==> config.mk <==
export PLATFORM = sky130hd
export DESIGN_NAME = spd_mode_ctrl_flat
export DESIGN_NICKNAME = d
export VERILOG_FILES = /design/src/rtl/spd_mode_ctrl_pkg.sv /design/src/rtl/spd_mode_ctrl_if.sv /design/src/rtl/spd_mode_ctrl_btn_debounce.sv /design/src/rtl/spd_mode_ctrl.sv /design/src/flat_wrapper.sv
export SDC_FILE = /design/constraint.sdc
export NUM_CORES = 1
export LEC_CHECK = 0
export ABC_AREA = 1
export CAP_MARGIN = 20
export CORE_MARGIN = 5
export CORE_UTILIZATION = 35
export CTS_CLUSTER_SIZE = 20
export DETAILED_ROUTE_END_ITERATION = 6
export PLACE_DENSITY = 0.47
export RECOVER_POWER = 25
export SLEW_MARGIN = 20
export SYNTH_ARGS = -nofsm -noshare
export SYNTH_HDL_FRONTEND = slang
export SYNTH_SLANG_ARGS = --single-unit
==> constraint.sdc <==
create_clock -name clk -period 3.6 [get_ports clk]
set_input_delay 0.72 -clock clk [delete_from_list [all_inputs] [get_ports clk]]
set_output_delay 0.72 -clock clk [all_outputs]
set_load 0.05 [all_outputs]
==> src/rtl/spd_mode_ctrl_pkg.sv <==
// Shared types and defaults for the speed-mode controller.
// Speed state codes double as the {A,B} code driven to the 7-segment decoder.
package spd_pkg;

  typedef enum logic [1:0] {
    ST_STOP = 2'b00,
    ST_SLOW = 2'b01,
    ST_FAST = 2'b10
  } spd_state_e;

  localparam int DEF_SLOW_DUTY = 96;
  localparam int DEF_FAST_DUTY = 224;

endpackage

==> src/rtl/spd_mode_ctrl_if.sv <==
// Board-side signal bundle of the speed-mode controller.
// The master drives buttons and the obstacle sensor; the slave (controller) drives the code, PWM and hold.
interface spd_mode_ctrl_if;

  logic btn_up;
  logic btn_dn;
  logic obstacle;
  logic spd_a;
  logic spd_b;
  logic motor_pwm;
  logic hold;

  modport master (
    output btn_up, btn_dn, obstacle,
    input  spd_a, spd_b, motor_pwm, hold
  );

  modport slave (
    input  btn_up, btn_dn, obstacle,
    output spd_a, spd_b, motor_pwm, hold
  );

endinterface

==> src/rtl/spd_mode_ctrl_btn_debounce.sv <==
// Button conditioner: 2-FF synchronizer, DEB_CYCLES debounce, registered 1-cycle pulse on accepted press.
// Release is accepted as a level change but produces no pulse.
module btn_debounce #(
  parameter int DEB_CYCLES = 50000
) (
  input  logic clk,
  input  logic rst_n,
  input  logic btn_i,
  output logic press_o
);

  localparam int CNT_W = (DEB_CYCLES > 1) ? $clog2(DEB_CYCLES) : 1;

  logic             sync1_q, sync2_q;
  logic             level_q, level_d, level_dly_q;
  logic             press_q;
  logic [CNT_W-1:0] cnt_q, cnt_d;

  // Counter tracks consecutive samples that disagree with the accepted level.
  always_comb begin
    cnt_d   = '0;
    level_d = level_q;
    if (sync2_q != level_q) begin
      if (cnt_q == CNT_W'(DEB_CYCLES - 1)) begin
        level_d = sync2_q;
      end else begin
        cnt_d = cnt_q + CNT_W'(1);
      end
    end
  end

  always_ff @(posedge clk or negedge rst_n) begin
    if (!rst_n) begin
      sync1_q     <= 1'b0;
      sync2_q     <= 1'b0;
      cnt_q       <= '0;
      level_q     <= 1'b0;
      level_dly_q <= 1'b0;
      press_q     <= 1'b0;
    end else begin
      sync1_q     <= btn_i;
      sync2_q     <= sync1_q;
      cnt_q       <= cnt_d;
      level_q     <= level_d;
      level_dly_q <= level_q;
      press_q     <= level_q & ~level_dly_q;
    end
  end

  assign press_o = press_q;

endmodule

==> src/rtl/spd_mode_ctrl.sv <==
// Speed-mode controller: debounced up/down buttons and obstacle sensor select STOP/SLOW/FAST,
// drive the {A,B} display code and a glitch-free motor PWM. Optional macro: IDLE_TIMEOUT_EN.
module spd_mode_ctrl
  import spd_pkg::*;
#(
  parameter int DEB_CYCLES  = 50000,
  parameter int HOLD_CYCLES = 1000,
  parameter int PWM_W       = 8,
  parameter int SLOW_DUTY   = DEF_SLOW_DUTY,
  parameter int FAST_DUTY   = DEF_FAST_DUTY,
  parameter int IDLE_CYCLES = 10000000
) (
  input logic            clk,
  input logic            rst_n,
  spd_mode_ctrl_if.slave io
);

  localparam int HOLD_W = (HOLD_CYCLES > 0) ? $clog2(HOLD_CYCLES + 1) : 1;
  localparam int DW     = PWM_W + 1;
  // Duties at or above full scale saturate to 2^PWM_W so the compare is always true.
  localparam int SLOW_C = (SLOW_DUTY >= (2 ** PWM_W)) ? (2 ** PWM_W) : SLOW_DUTY;
  localparam int FAST_C = (FAST_DUTY >= (2 ** PWM_W)) ? (2 ** PWM_W) : FAST_DUTY;
  localparam logic [DW-1:0] SLOW_D = DW'(SLOW_C);
  localparam logic [DW-1:0] FAST_D = DW'(FAST_C);

  logic              up_p, dn_p;
  logic              obs_sync_q, obs_q;
  spd_state_e        state_q, state_d;
  logic              btn_chg;
  logic [HOLD_W-1:0] hold_cnt_q, hold_cnt_d;
  logic              hold_act;
  logic [PWM_W-1:0]  cnt_q, cnt_d;
  logic [DW-1:0]     duty_q, duty_d;
  logic              pwm_q, pwm_d;
  logic              up_ok, dn_ok;
  logic              idle_hit;

  function automatic logic [DW-1:0] target_duty(spd_state_e s);
    case (s)
      ST_SLOW: return SLOW_D;
      ST_FAST: return FAST_D;
      default: return '0;
    endcase
  endfunction

  btn_debounce #(.DEB_CYCLES(DEB_CYCLES)) u_deb_up (
    .clk     (clk),
    .rst_n   (rst_n),
    .btn_i   (io.btn_up),
    .press_o (up_p)
  );

  btn_debounce #(.DEB_CYCLES(DEB_CYCLES)) u_deb_dn (
    .clk     (clk),
    .rst_n   (rst_n),
    .btn_i   (io.btn_dn),
    .press_o (dn_p)
  );

  assign hold_act = |hold_cnt_q;
  assign up_ok    = up_p & ~dn_p & ~hold_act & ~obs_q;
  assign dn_ok    = dn_p & ~up_p & ~hold_act & ~obs_q;

`ifdef IDLE_TIMEOUT_EN
  localparam int IDLE_W = (IDLE_CYCLES > 1) ? $clog2(IDLE_CYCLES) : 1;
  logic [IDLE_W-1:0] idle_q, idle_d;

  assign idle_hit = (state_q != ST_STOP) && !obs_q && !up_p && !dn_p &&
                    (idle_q == IDLE_W'(IDLE_CYCLES - 1));

  always_comb begin
    idle_d = idle_q + IDLE_W'(1);
    if (obs_q || up_p || dn_p || (state_q == ST_STOP) || (state_d != state_q)) begin
      idle_d = '0;
    end
  end

  always_ff @(posedge clk or negedge rst_n) begin
    if (!rst_n) idle_q <= '0;
    else        idle_q <= idle_d;
  end
`else
  assign idle_hit = 1'b0;
`endif

  // Next state: obstacle wins, then idle timeout, then accepted button pulses.
  always_comb begin
    state_d = state_q;
    btn_chg = 1'b0;
    if (obs_q || idle_hit) begin
      state_d = ST_STOP;
    end else begin
      case (state_q)
        ST_STOP: if (up_ok) begin state_d = ST_SLOW; btn_chg = 1'b1; end
        ST_SLOW: begin
          if (up_ok) begin
            state_d = ST_FAST;
            btn_chg = 1'b1;
          end else if (dn_ok) begin
            state_d = ST_STOP;
            btn_chg = 1'b1;
          end
        end
        ST_FAST: if (dn_ok) begin state_d = ST_SLOW; btn_chg = 1'b1; end
        default: state_d = ST_STOP;
      endcase
    end
  end

  always_comb begin
    hold_cnt_d = hold_cnt_q;
    if (obs_q)         hold_cnt_d = '0;
    else if (btn_chg)  hold_cnt_d = HOLD_W'(HOLD_CYCLES);
    else if (hold_act) hold_cnt_d = hold_cnt_q - HOLD_W'(1);
  end

  // New duty only takes effect at wrap, except STOP which cuts the motor at once.
  always_comb begin
    cnt_d  = cnt_q + PWM_W'(1);
    duty_d = duty_q;
    if (state_d == ST_STOP)  duty_d = '0;
    else if (&cnt_q)         duty_d = target_duty(state_d);
    pwm_d  = (state_d != ST_STOP) && ({1'b0, cnt_d} < duty_d);
  end

  always_ff @(posedge clk or negedge rst_n) begin
    if (!rst_n) begin
      obs_sync_q <= 1'b0;
      obs_q      <= 1'b0;
      state_q    <= ST_STOP;
      hold_cnt_q <= '0;
      cnt_q      <= '0;
      duty_q     <= '0;
      pwm_q      <= 1'b0;
    end else begin
      obs_sync_q <= io.obstacle;
      obs_q      <= obs_sync_q;
      state_q    <= state_d;
      hold_cnt_q <= hold_cnt_d;
      cnt_q      <= cnt_d;
      duty_q     <= duty_d;
      pwm_q      <= pwm_d;
    end
  end

  assign io.spd_a     = state_q[1];
  assign io.spd_b     = state_q[0];
  assign io.motor_pwm = pwm_q;
  assign io.hold      = hold_act;

endmodule
==> src/flat_wrapper.sv <==
// flat-port wrapper written by rule: the top's interface ports become plain ports
module spd_mode_ctrl_flat import spd_pkg::*;
#(
  parameter int DEB_CYCLES  = 50000,
  parameter int HOLD_CYCLES = 1000,
  parameter int PWM_W       = 8,
  parameter int SLOW_DUTY   = DEF_SLOW_DUTY,
  parameter int FAST_DUTY   = DEF_FAST_DUTY,
  parameter int IDLE_CYCLES = 10000000
)
  (clk, rst_n, io_btn_up, io_btn_dn, io_obstacle, io_spd_a, io_spd_b, io_motor_pwm, io_hold);
  spd_mode_ctrl_if io_i ();
  input logic clk;
  input logic rst_n;
  input wire logic [$bits(io_i.btn_up)-1:0] io_btn_up;
  input wire logic [$bits(io_i.btn_dn)-1:0] io_btn_dn;
  input wire logic [$bits(io_i.obstacle)-1:0] io_obstacle;
  output wire logic [$bits(io_i.spd_a)-1:0] io_spd_a;
  output wire logic [$bits(io_i.spd_b)-1:0] io_spd_b;
  output wire logic [$bits(io_i.motor_pwm)-1:0] io_motor_pwm;
  output wire logic [$bits(io_i.hold)-1:0] io_hold;
  assign io_i.btn_up = io_btn_up;
  assign io_i.btn_dn = io_btn_dn;
  assign io_i.obstacle = io_obstacle;
  assign io_spd_a = io_i.spd_a;
  assign io_spd_b = io_i.spd_b;
  assign io_motor_pwm = io_i.motor_pwm;
  assign io_hold = io_i.hold;
  spd_mode_ctrl #(.DEB_CYCLES(DEB_CYCLES), .HOLD_CYCLES(HOLD_CYCLES), .PWM_W(PWM_W), .SLOW_DUTY(SLOW_DUTY), .FAST_DUTY(FAST_DUTY), .IDLE_CYCLES(IDLE_CYCLES)) u_core (.clk(clk), .rst_n(rst_n), .io(io_i));
endmodule
==> run_1/logic_types.png <==
Drawn at 4 px/µm.
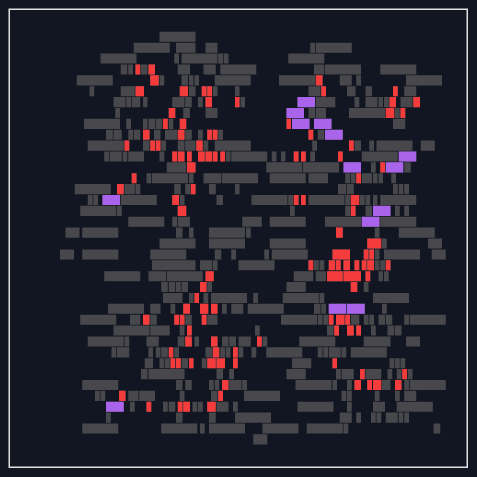
colour	family	cells
red	nand cells	112
purple	fa/ha/maj cells	14
fin cells: 614
most frequent logic cell in the layout: nor2_1
Comb area share: 0.391

==> run_1/wires.png <==
Drawn at 2 px/µm. Two of the layers only.
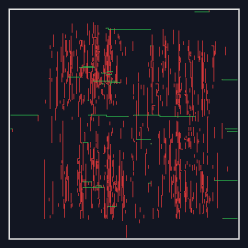
colour	layer	wire length
green	metal 3	211 µm
red	metal 2	3260 µm

==> run_1/io_fan.png <==
Drawn at 2 px/µm.
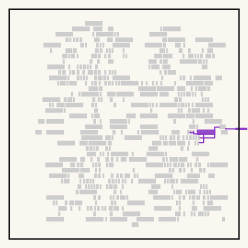
colour	port	direction	end cells	wire
purple	io_spd_b	output	1	36.2 µm
port buffer count: 8
I/O pin total: 9

==> flow_summary_export.csv, run 1 <==
group,metric,value,unit
logic_synthesis,synthTopLogicFamily,"simple AND/OR/NAND/NOR gates",
setup_path,r2r-start,"u_core.hold_cnt_q[0]",
clocking,clockBufferDepth,2,
drt,wl_met2,3.26,mm
setup_path,cp_slowest_cell,"dfrtp_1",
logic_synthesis,syn_avg_cell_area,8.44,µm²
run,cap_violations,1,
run_status,failed_checks,"capacitance limit, slew limit",
setup_path,critical_path_class,"reg2reg",
final_layout,drive_gt1_frac,0.0886,
timing,hold_slack,0.355,ns
global_routing,grt.overflow.total,0,
clocking,clk_latency,0.35,ns
final_layout,clock_area_frac,0.0502,
final_layout,buf_share,0.0176,
final_layout,seq_area,1850,µm²
worst_hold_path,hold_end,"u_core.u_deb_up.sync2_q",
final_layout,dominant_cells,"flip-flops and latches",
floorplan,taps,140,
timing,slew_violations,75,
final_layout,synthToLayoutAreaGrowth,12.2,%
setup_path,crit_cells,20,
logic_synthesis,ys_warn_count,0,
power_and_ir_drop,p_per_area,368,nW/µm²
logic_synthesis,ys_cells,450,
logic_synthesis,synth-edff-count,0,
setup_path,critPathLaunchType,"flop",
setup_path,worst-path-buf-inv,4,
setup_path,crit_family,"simple AND/OR/NAND/NOR gates",
run_status,outcome,"complete, but fails checks",
## run 1: synthesized netlist by cell type, types with 3 or more instances
cell     number
nor2_4        3
nand2_2       5
nor4_1        3
ha_1         14
a21oi_1      14
nor2_1       77
nand2_1      61
nor3_1       31
inv_2         5
nor3b_1       4
inv_1        69
dfrtp_1      74
nor2_2        4
nand4_1       9
xor2_1       24
nand3_1      33
o21ai_0       6
## run 1: stage by stage
step	power [µW]	instance area, µm²	setup WS, ns	instances	util
after floorplan	877	3800	0.942	450	-
after global placement	904	4050	0.775	598	0.377
after detailed placement	905	4050	0.669	598	0.377
after CTS	1600	4260	0.623	614	0.397
after global routing	1640	4260	0.278	614	0.396
final	1570	4260	0.665	614	0.396
## run 1: power breakdown
part,switching [µW],internal [µW],total (µW)
combinational,30.1,9.43,39.5
sequential,5.84,839,845
clock,322,360,682
## Run 2: what changed since run 1
PLACE_DENSITY = 0.49   (was 0.47)
clock period = 2.7 ns   (was 3.6 ns; I/O delays follow)
==> run_2/logic_types.png <==
Drawn at 4 px/µm.
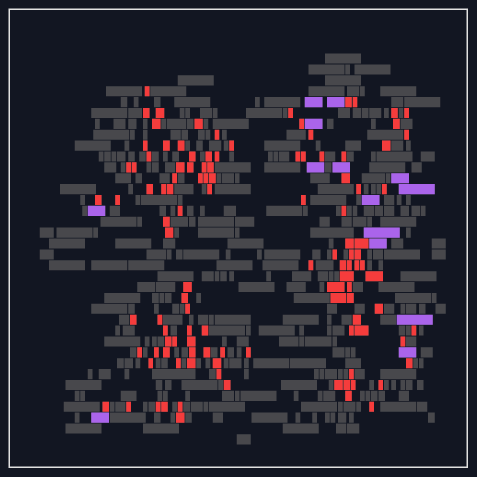
colour	family	cells
purple	fa/ha/maj cells	14
red	nand cells	112
fin cells: 634
Comb area share: 0.389

==> run 2 against run 1 <==
Compared with the run above: the run now ends clean; total power increased by 38%; sequential cell count unchanged; sequential power increased by 34%; cell count increased by 3.3%; global-route usage about the same; largest cell class unchanged; routed wire length increased by 1.4%; via count increased by 1.3%; synthesized cell count unchanged; design area increased by 6.3%; die size unchanged; clock skew increased by 0.0018 ns; combinational power increased by 43%; largest power group unchanged.
==> flow_summary_export.csv, run 2 <==
group,metric,value,unit
logic_synthesis,yosysMostFrequentCell,"nor2_1",
power_and_ir_drop,p_clk,971,µW
power_and_ir_drop,p_seq_frac,0.523,
timing,hold_slack,0.352,ns
logic_synthesis,ys_cells,450,
setup_path,critical_path_class,"reg2reg",
power_and_ir_drop,clockPowerShare,0.451,
timing,worst_slack,0.0382,ns
final_layout,stdcell_area,4530,µm²
final_layout,seq_area,1850,µm²
setup_path,cp_slowest_cell,"dfrtp_1",
clocking,clockBufferDepth,2,
setup_path,crit_cells,19,
power_and_ir_drop,power_leader,"sequential cells",
power_and_ir_drop,p_per_area,476,nW/µm²
setup_path,crit_family,"simple AND/OR/NAND/NOR gates",
worst_hold_path,hold_end,"u_core.u_deb_up.sync2_q",
run_status,outcome,"complete, no violations",
logic_synthesis,ys_warn_count,0,
final_layout,synthToLayoutAreaGrowth,19.2,%
power_and_ir_drop,p_sw,454,µW
timing,fin_worst_skew,0.0108,ns
clocking,clk_latency,0.34,ns
logic_synthesis,syn_avg_cell_area,8.44,µm²
setup_path,critPathLaunchType,"flop",
power_and_ir_drop,p_sw_frac,0.211,
final_layout,drive_gt1_frac,0.162,
final_layout,diodes,0,
final_layout,final_util,0.421,
logic_synthesis,synth-edff-count,0,
logic_synthesis,top_cells_by_count,"nor2_1, dfrtp_1, inv_1",
floorplan,pin_count,9,
placed_design,io_buffers,8,
setup_path,worst-path-buf-inv,3,
global_routing,grt.overflow.total,0,
power_and_ir_drop,pg_seq,1130,µW
setup_path,r2r-start,"u_core.hold_cnt_q[0]",
power_and_ir_drop,combPwrFrac,0.026,
placed_design,placed_cells,614,
power_and_ir_drop,p_int,1700,µW
logic_synthesis,synthTopLogicFamily,"simple AND/OR/NAND/NOR gates",
==> run_2/layer_met2.png <==
Drawn at 4 px/µm.
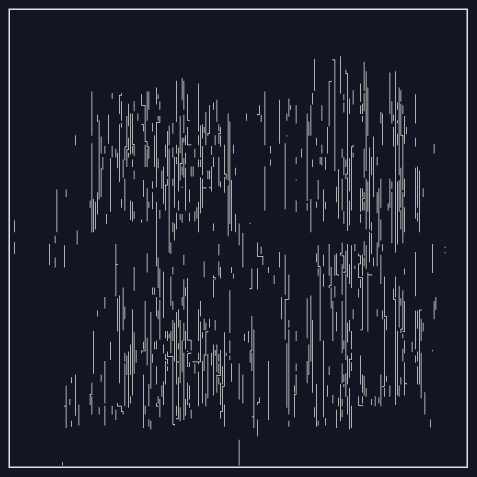
nets with wire on the layer	395
longest straight run	45.2 µm
wire length on this layer	3320 µm
main direction	vertical
share of all routed wire	46%
met2 Use GR: 0.186
WL final: 7.28 mm

==> run 2: cell counts after synthesis <==
Identical to the previous run, type by type.
==> run 2: what timing repair did <==
action                                  CTS  global route
endpoints found under the setup margin    2             1
gates resized                             3            23
pin swaps                                 1            14
setup buffers                             1             4
==> run 2: layout make-up <==
class	count	area share
Sequential cell	74	0.409
Multi-Input combinational cell	302	0.389
Inverter	74	0.0619
Timing Repair Buffer	29	0.0511
Tap cell	140	0.0387
Clock buffer	11	0.0334
Clock inverter	4	0.0166
==> run 2: routing by layer <==
| metal | vias to the layer above | wire length (µm) | track usage |
|---|---|---|---|
| met5 | - | 0 | 0 |
| met4 | 0 | 124 | 0.0594 |
| met3 | 10 | 128 | 0.0233 |
| met2 | 19 | 3320 | 0.186 |
| met1 | 1328 | 3700 | 0.162 |
| li1 | 1515 | - | - |
## Run 3: what changed since run 2
CELL_PAD_IN_SITES_DETAIL_PLACEMENT = 0   (was default)
CELL_PAD_IN_SITES_GLOBAL_PLACEMENT = 1   (was default)
PLACE_DENSITY = 0.59   (was 0.49)
clock period = 2.8 ns   (was 2.7 ns; I/O delays follow)
==> run_3/layer_met2.png <==
Drawn at 4 px/µm.
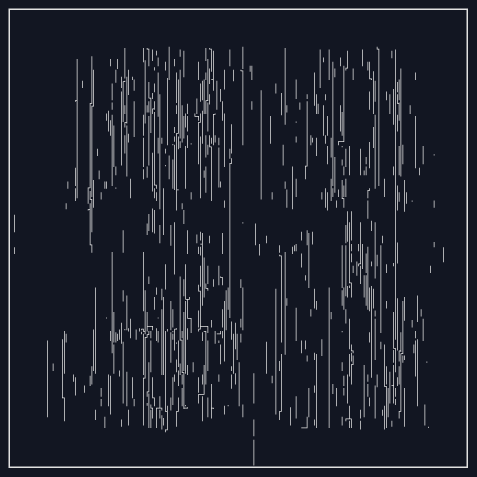
wire length on this layer	3350 µm
longest straight run	72.4 µm
nets with wire on the layer	392
main direction	vertical

==> run 3 against run 2 <==
Compared with the run above: setup slack better by 0.051 ns; global-route usage up 0.37 points; synthesized area unchanged; sequential share of layout area up 1.6 points; critical endpoint unchanged; highest routed layer unchanged.
==> flow_summary_export.csv, run 3 <==
group,metric,value,unit
run_status,outcome,"complete, no violations",
floorplan,taps,140,
final_layout,buf_share,0.0324,
power_and_ir_drop,p_per_area,477,nW/µm²
power_and_ir_drop,combPwrFrac,0.025,
setup_path,critPathLaunchType,"flop",
setup_path,crit_family,"simple AND/OR/NAND/NOR gates",
global_routing,grt.overflow.total,0,
timing,slew_violations,0,
final_layout,diodes,0,
logic_synthesis,synth-edff-count,0,
logic_synthesis,yosysMostFrequentCell,"nor2_1",
setup_path,r2r-start,"u_core.obs_q",
placed_design,placed_cells,605,
logic_synthesis,ys_cells,450,
power_and_ir_drop,p_sw_frac,0.222,
timing,worst_slack,0.0892,ns
final_layout,seq_area_frac,0.425,
final_layout,clock_area_frac,0.0519,
logic_synthesis,synthTopLogicFamily,"simple AND/OR/NAND/NOR gates",
final_layout,comb_share,0.387,
final_layout,n_all_buffers,17,
power_and_ir_drop,power_leader,"sequential cells",
placed_design,io_buffers,8,
final_layout,drive_gt1_frac,0.112,
setup_path,worst-path-buf-inv,3,
power_and_ir_drop,total_power,2080,µW
final_layout,logic_gate_count,302,
placed_design,dpl_cell_area,4100,µm²
==> run_3/wires.png <==
Drawn at 2 px/µm. Two of the layers only.
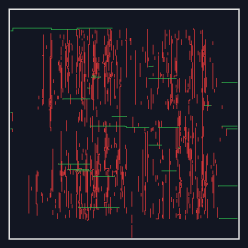
colour	layer	wire length
green	metal 3	260 µm
red	metal 2	3350 µm

run 3: netlist changes by cell type in the layout (fill, tap and decap cells not counted), moves of 3 or more:
cell | previous run | this run
buf_4 | 21 | 8
inv_1 | 65 | 69
clkdlybuf4s50_1 | 6 | 3
dlygate4sd3_1 | 0 | 3
ha_4 | 3 | 0
inv_2 | 8 | 5
nor2_1 | 74 | 77
run 3: what timing repair did:
item                                   in CTS  in global routing
setup endpoints to repair                   1                  2
buffers inserted                            0                  1
resized                                     2                  5
pin swaps                                   0                  3
endpoints found under the hold margin       0                  0
run 3: per-layer routing:
layer | up-vias | track usage | share of wire
met5 | - | 0 | 0
met4 | 0 | 0.0483 | 0.020
met3 | 14 | 0.0344 | 0.035
met2 | 34 | 0.194 | 0.46
met1 | 1307 | 0.164 | 0.49
li1 | 1496 | - | -
Power is estimated from default activity; no workload was simulated.
